### Cell density map

The bar under the picture is 50 µm long. The die is cut into 20 by 20 equal tiles; white is low, dark blue is high, 0 to 100% covered.
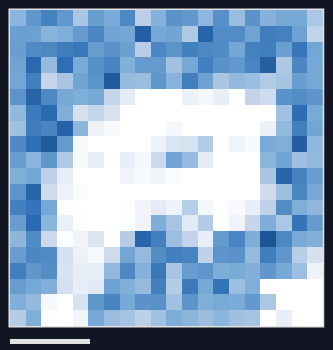
### I/O nets highlighted

The bar under the picture is 50 µm long.
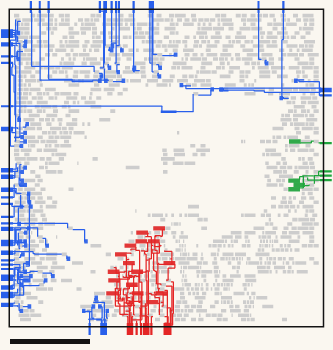
### Floorplan with the power grid

The bar under the picture is 50 µm long. Pins as bars on the die edge. Tap cells in gray.
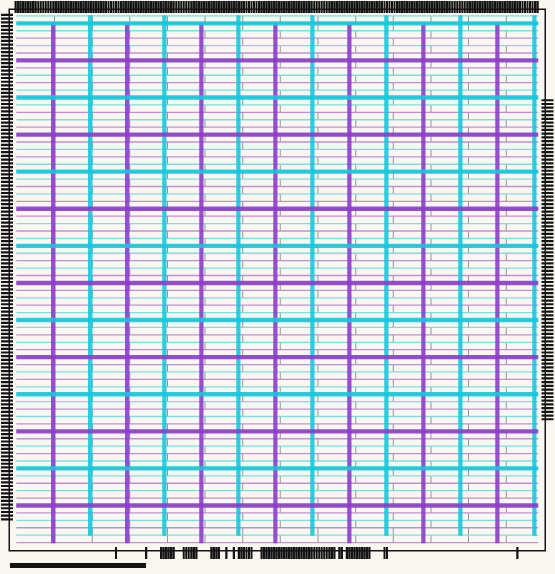
### Where the registers sit

The bar under the picture is 50 µm long. Other sequential cells in the stronger gray, the rest of the logic in the fainter gray.
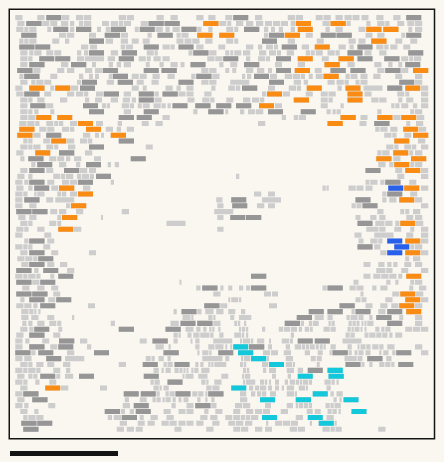
### Placed standard cells

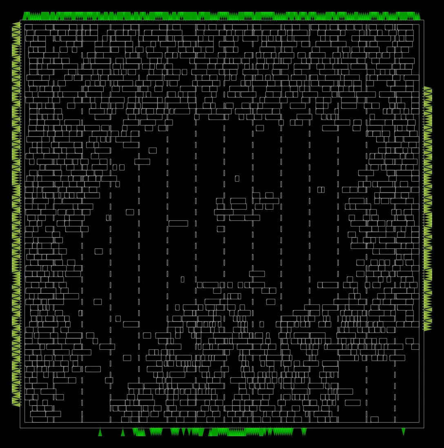
### config.mk
export PLATFORM = sky130hd
export DESIGN_NAME = execute_stage_reg
export DESIGN_NICKNAME = d
export VERILOG_FILES = /design/src/rtl/execute_stage_reg.sv
export SDC_FILE = /design/constraint.sdc
export NUM_CORES = 1
export LEC_CHECK = 0
export CAP_MARGIN = 25
export CORE_AREA = 2 2 194 196
export CTS_CLUSTER_DIAMETER = 120
export CTS_CLUSTER_SIZE = 40
export DETAILED_ROUTE_END_ITERATION = 16
export DIE_AREA = 0 0 196 198
export GPL_TIMING_DRIVEN = 0
export SYNTH_ARGS = -nofsm -noshare
export SYNTH_HDL_FRONTEND = slang
export SYNTH_SLANG_ARGS = --single-unit
### constraint.sdc
create_clock -name clk -period 5.4 [get_ports clk]
set_clock_uncertainty 0.15 [all_clocks]
set_input_delay 0.54 -clock clk [delete_from_list [all_inputs] [get_ports clk]]
set_output_delay 0.54 -clock clk [all_outputs]
set_load 0.02 [all_outputs]
### src/rtl/execute_stage_reg.sv
// Execute-stage (E) pipeline register for the pipelined y86-64 core, with the
// load/use, mispredict, ret and halt control logic for the F/D/E registers.
module execute_stage_reg #(
   parameter int CNT_W = 16
) (
   input  logic             clk,
   input  logic             rst,
   input  logic [3:0]       d_icode,
   input  logic [3:0]       d_ifun,
   input  logic [3:0]       d_Stat,
   input  logic [63:0]      d_valC,
   input  logic [63:0]      d_valA,
   input  logic [63:0]      d_valB,
   input  logic [3:0]       d_dstE,
   input  logic [3:0]       d_dstM,
   input  logic [3:0]       d_srcA,
   input  logic [3:0]       d_srcB,
   input  logic [3:0]       M_icode,
   input  logic             e_Cnd,
   input  logic [3:0]       W_Stat,
   output logic [3:0]       E_icode,
   output logic [3:0]       E_ifun,
   output logic [3:0]       E_Stat,
   output logic [63:0]      E_valC,
   output logic [63:0]      E_valA,
   output logic [63:0]      E_valB,
   output logic [3:0]       E_dstE,
   output logic [3:0]       E_dstM,
   output logic [3:0]       E_srcA,
   output logic [3:0]       E_srcB,
   output logic             F_stall,
   output logic             D_stall,
   output logic             D_bubble,
   output logic             E_bubble,
   output logic             halted,
   output logic [CNT_W-1:0] lu_cnt,
   output logic [CNT_W-1:0] mp_cnt,
   output logic [CNT_W-1:0] ret_cnt
);
   localparam logic [3:0] I_NOP    = 4'h1;
   localparam logic [3:0] I_RRMOVQ = 4'h2;
   localparam logic [3:0] I_IRMOVQ = 4'h3;
   localparam logic [3:0] I_MRMOVQ = 4'h5;
   localparam logic [3:0] I_OPQ    = 4'h6;
   localparam logic [3:0] I_JXX    = 4'h7;
   localparam logic [3:0] I_CALL   = 4'h8;
   localparam logic [3:0] I_RET    = 4'h9;
   localparam logic [3:0] I_PUSHQ  = 4'hA;
   localparam logic [3:0] I_POPQ   = 4'hB;
   localparam logic [3:0] STAT_AOK = 4'h1;
   localparam logic [3:0] RNONE    = 4'hF;

   typedef enum logic {RUN, HALTED} state_t;

   typedef struct packed {
      logic [3:0]  icode;
      logic [3:0]  ifun;
      logic [3:0]  stat;
      logic [63:0] valc;
      logic [63:0] vala;
      logic [63:0] valb;
      logic [3:0]  dste;
      logic [3:0]  dstm;
      logic [3:0]  srca;
      logic [3:0]  srcb;
   } e_reg_t;

   localparam e_reg_t BUBBLE = '{icode: I_NOP, ifun: 4'h0, stat: STAT_AOK,
                                 valc: 64'd0, vala: 64'd0, valb: 64'd0,
                                 dste: RNONE, dstm: RNONE, srca: RNONE, srcb: RNONE};

   function automatic logic [CNT_W-1:0] sat_inc(input logic [CNT_W-1:0] c, input logic en);
      return (en && (c != {CNT_W{1'b1}})) ? c + CNT_W'(1) : c;
   endfunction

   state_t           r_state;
   e_reg_t           r_e;
   logic [CNT_W-1:0] r_lu_cnt;
   logic [CNT_W-1:0] r_mp_cnt;
   logic [CNT_W-1:0] r_ret_cnt;

   e_reg_t w_d_load;
   logic   w_load_use;
   logic   w_ret_haz;
   logic   w_mispred;

   // Decode leaves unused destinations undefined, so they are forced to RNONE here.
   always_comb begin
      w_d_load = '{icode: d_icode, ifun: d_ifun, stat: d_Stat,
                   valc: d_valC, vala: d_valA, valb: d_valB,
                   dste: RNONE, dstm: RNONE, srca: d_srcA, srcb: d_srcB};
      if (d_icode inside {I_RRMOVQ, I_IRMOVQ, I_OPQ, I_CALL, I_RET, I_PUSHQ, I_POPQ})
         w_d_load.dste = d_dstE;
      if (d_icode inside {I_MRMOVQ, I_POPQ})
         w_d_load.dstm = d_dstM;
   end

   assign w_load_use = (r_e.icode inside {I_MRMOVQ, I_POPQ}) && (r_e.dstm != RNONE) &&
                       ((r_e.dstm == d_srcA) || (r_e.dstm == d_srcB));
   assign w_ret_haz  = (d_icode == I_RET) || (r_e.icode == I_RET) || (M_icode == I_RET);
   assign w_mispred  = (r_e.icode == I_JXX) && !e_Cnd;

   always_comb begin
      F_stall  = 1'b1;
      D_stall  = 1'b1;
      D_bubble = 1'b0;
      E_bubble = 1'b1;
      if (r_state == RUN) begin
         F_stall  = w_load_use | w_ret_haz;
         D_stall  = w_load_use;
         D_bubble = w_mispred | (w_ret_haz & ~w_load_use);
         E_bubble = w_mispred | w_load_use;
      end
   end

   // The edge that first sees a bad W_Stat halts and bubbles E together.
   always_ff @(posedge clk) begin
      if (rst) begin
         r_state   <= RUN;
         r_e       <= BUBBLE;
         r_lu_cnt  <= '0;
         r_mp_cnt  <= '0;
         r_ret_cnt <= '0;
      end else begin
         if (r_state == RUN) begin
            r_lu_cnt  <= sat_inc(r_lu_cnt, w_load_use);
            r_mp_cnt  <= sat_inc(r_mp_cnt, w_mispred);
            r_ret_cnt <= sat_inc(r_ret_cnt, w_ret_haz & ~w_load_use);
            if (W_Stat != STAT_AOK)
               r_state <= HALTED;
         end
         if (E_bubble || (W_Stat != STAT_AOK))
            r_e <= BUBBLE;
         else
            r_e <= w_d_load;
      end
   end

   assign E_icode = r_e.icode;
   assign E_ifun  = r_e.ifun;
   assign E_Stat  = r_e.stat;
   assign E_valC  = r_e.valc;
   assign E_valA  = r_e.vala;
   assign E_valB  = r_e.valb;
   assign E_dstE  = r_e.dste;
   assign E_dstM  = r_e.dstm;
   assign E_srcA  = r_e.srca;
   assign E_srcB  = r_e.srcb;
   assign halted  = (r_state == HALTED);
   assign lu_cnt  = r_lu_cnt;
   assign mp_cnt  = r_mp_cnt;
   assign ret_cnt = r_ret_cnt;

endmodule

==> flow_summary.yaml <==
# physical design summary
outcome:
  status: "finished, final reports clean"
power_and_ir_drop:
  combPwrFrac_pct: 7.5
  clock_power_share_pct: 32.2
  total_power_w: 0.00331
  p_leak_nw: 5.37
  power_frac_seq_pct: 60.3
  swShare_pct: 22.3
  power_switching_w: 0.000740
routing:
  ant_nets: 0
  dr.first_iter.drc_count: 265
  wl_per_cell_um: 17.9
  wl_um: 31900
  drc: 0
  viasPerCell: 4.19
  first_pass_iters: 5
cts:
  cts_max_path_buffers: 3
  tritoncts: "done"
  clk_latency_ns: 0.50
  cts_buffers: 11
  clock_sinks: 269
  h-tree-depth: 1
  path_clk_slew_ns: 0.13
final_timing:
  finalCritPeriodShare_pct: 71.0
  slew_headroom_pct: 35.3
  max_clock_freq_ghz: 0.261
  rsz0062_at_grt: "no"
  setup_viol: 0
  worstMarginPinSlew_ns: 0.962
logic_synthesis:
  largest_area_cell: "dfxtp_1"
  avgSynthCellArea_um2: 11.0
  syn_nets: 1028
  netlist_area_um2: 8700
  yosysWarningCount: 0
  synthArstFlopShare_pct: 0
  synth_cell_types: 50
  synth_cells: 794
  ys.flops: 269
setup_path:
  slowest_stage: "clkdlybuf4s50_1"
  path_common_cell: "clkdlybuf4s50_1"
  crit_fanout: 10
  cpPeakStageDelay_ns: 0.60
  crit_chain: "clkdlybuf4s50_1, xor2_1, nor4_2, o21a_1, buf_6, clkbuf_1, or3_1, clkdlybuf4s50_1"
  arrival_ns: 3.14
  worst-setup-path-type: "in -> out"
flow_run:
  warning_count: 26
layout:
  nNetsFinal: 1544
  drive_gt1_share_pct: 4.42
  layout_top_cells: "503 x clkdlybuf4s50_1, 269 x dfxtp_1, 204 x and2_1"
  layout_top_cell: "clkdlybuf4s50_1"
placement:
  dp_hpwl_um: 25900
  place_congestion: 0.817
  port_buffers: 503
global_route:
  antenna_found_initial: 4
  grt_first_pass_wirelength_um: 45300
  grt_pass1_vias: 7352
  grt_overflow: 0
  grt_max_degree: 41
  grt.total_usage_pct: 15.4
floorplanning:
  pin_count: 504
  dieArea_um2: 38800
About 'Cell density map':
- mean over tiles: 36%
- densest ninth of the die: top left
- emptiest ninth of the die: middle
Core Box Area: 37000 µm²
FP Util: 23.5%
post-layout util: 39.7%

About 'I/O nets highlighted':
- green: `E_srcB` (bits 4; direction output; end cells 4; buffers 4; wire 60.0 µm)
- red: `ret_cnt` (bits 16; direction output; end cells 16; buffers 16; wire 879 µm)
- blue: `d_valC` (bits 64; direction input; end cells 64; buffers 64; wire 2000 µm)

About 'Floorplan with the power grid':
- cyan: VDD
- purple: VSS
- signal pins: 504
- met4 straps: 14
Die W: 196 µm
peak supply drop: 197 µV
die height: 198 µm

About 'Where the registers sit':
- orange: `E_valA` (sequential cells 64)
- cyan: `mp_cnt` (sequential cells 16)
- blue: `E_srcB` (sequential cells 4; where right middle)
- not colored: 185

About 'Placed standard cells':
FILL cells: 3663
seq_cells: 269
Seq/total area: 36.7%
post-route non-filler standard cell count: 1787
# rows: 71

-- layer usage --
| layer | part of all wire (%) | global-route usage [%] | vias to the layer above | wire length [µm] |
|---|---|---|---|---|
| met5 | 0.025 | 0 | - | 8 |
| met4 | 2.4 | 4.01 | 2 | 756 |
| met1 | 39 | 18.0 | 3469 | 12600 |
| met3 | 7.7 | 4.33 | 29 | 2470 |
| li1 | - | - | 3677 | - |
| met2 | 51 | 27.6 | 302 | 16200 |
-- critical path: cells and delay by family --
family	cells	cell delay [ns]
and+or+nand+nor	2	0.61
buffers and inverters	4	1.57
xor gates and xnor gates	1	0.18
AOI/OAI and AO/OA	1	0.23
-- flip-flops by register name, indices dropped and copies added (netlist names), 16 cells and up --
signal and cells:
E_valA 64, mp_cnt 16, ret_cnt 16, lu_cnt 16, E_valC 64, E_valB 64
-- synthesized netlist by cell type (12+ instances only) --
library cell,n
dfxtp_1,269
and2_1,204
a21oi_1,26
nor2_1,25
nand2_1,21
xor2_1,21
or4_1,20
clkbuf_1,19
nand4_1,18
o31ai_1,18
nand3_1,17
clkbuf_2,15
nand2b_1,12
-- metrics by stage --
step,instances,instance area (µm²),hold slack (ns)
finish,1787,14700,0.365
global route,1787,14700,0.390
CTS,1786,14700,0.365
detailed placement,1771,14300,0.347
global placement,1771,14300,0.333
floorplan,794,8700,0.403
-- cells by family after synthesis --
family / synth area share [%]
xor gates and xnor gates: 2.11
muxes: 1.14
buffers and inverters: 2.34
adders and majority gates: 0.431
AOI/OAI and AO/OA: 4.82
and+or+nand+nor: 27.3
DFF: 61.9
-- power by group through the flow --
stage	logic (W)	clock network [W]	registers, W
2_1_floorplan	0.0000328	0	0.00206
6_report	0.000248	0.00107	0.00200
5_1_grt	0.000265	0.00118	0.00200
3_3_place_gp	0.000249	0	0.00204
3_5_place_dp	0.000250	0	0.00204
4_1_cts	0.000251	0.00113	0.00200
-- cell type report --
type                            count  area [µm²]  area share (%)
Sequential cell                   269        5390            36.7
Timing Repair Buffer              503        5030            34.3
Multi-Input combinational cell    479        3110            21.2
Tap cell                          474         593            4.04
Clock buffer                       11         275            1.88
Buffer                             39         178            1.21
Clock inverter                      4        60.1           0.409
Inverter                            7        26.3           0.179
Antenna cell                        1        2.50          0.0171
-- worst paths after layout --
| check | startpoint | endpoint | slack [ns] | cells after the start |
|---|---|---|---|---|
| max | d_srcA[0] | F_stall | 1.57 | 8 |
| min | ret_cnt[11] | ret_cnt[11] | 0.36 | 2 |
| max reg2reg | E_icode[2] | E_valB[1] | 2.51 | 8 |
| min reg2reg | ret_cnt[11] | ret_cnt[11] | 0.36 | 2 |
Power is estimated from default activity; no workload was simulated.
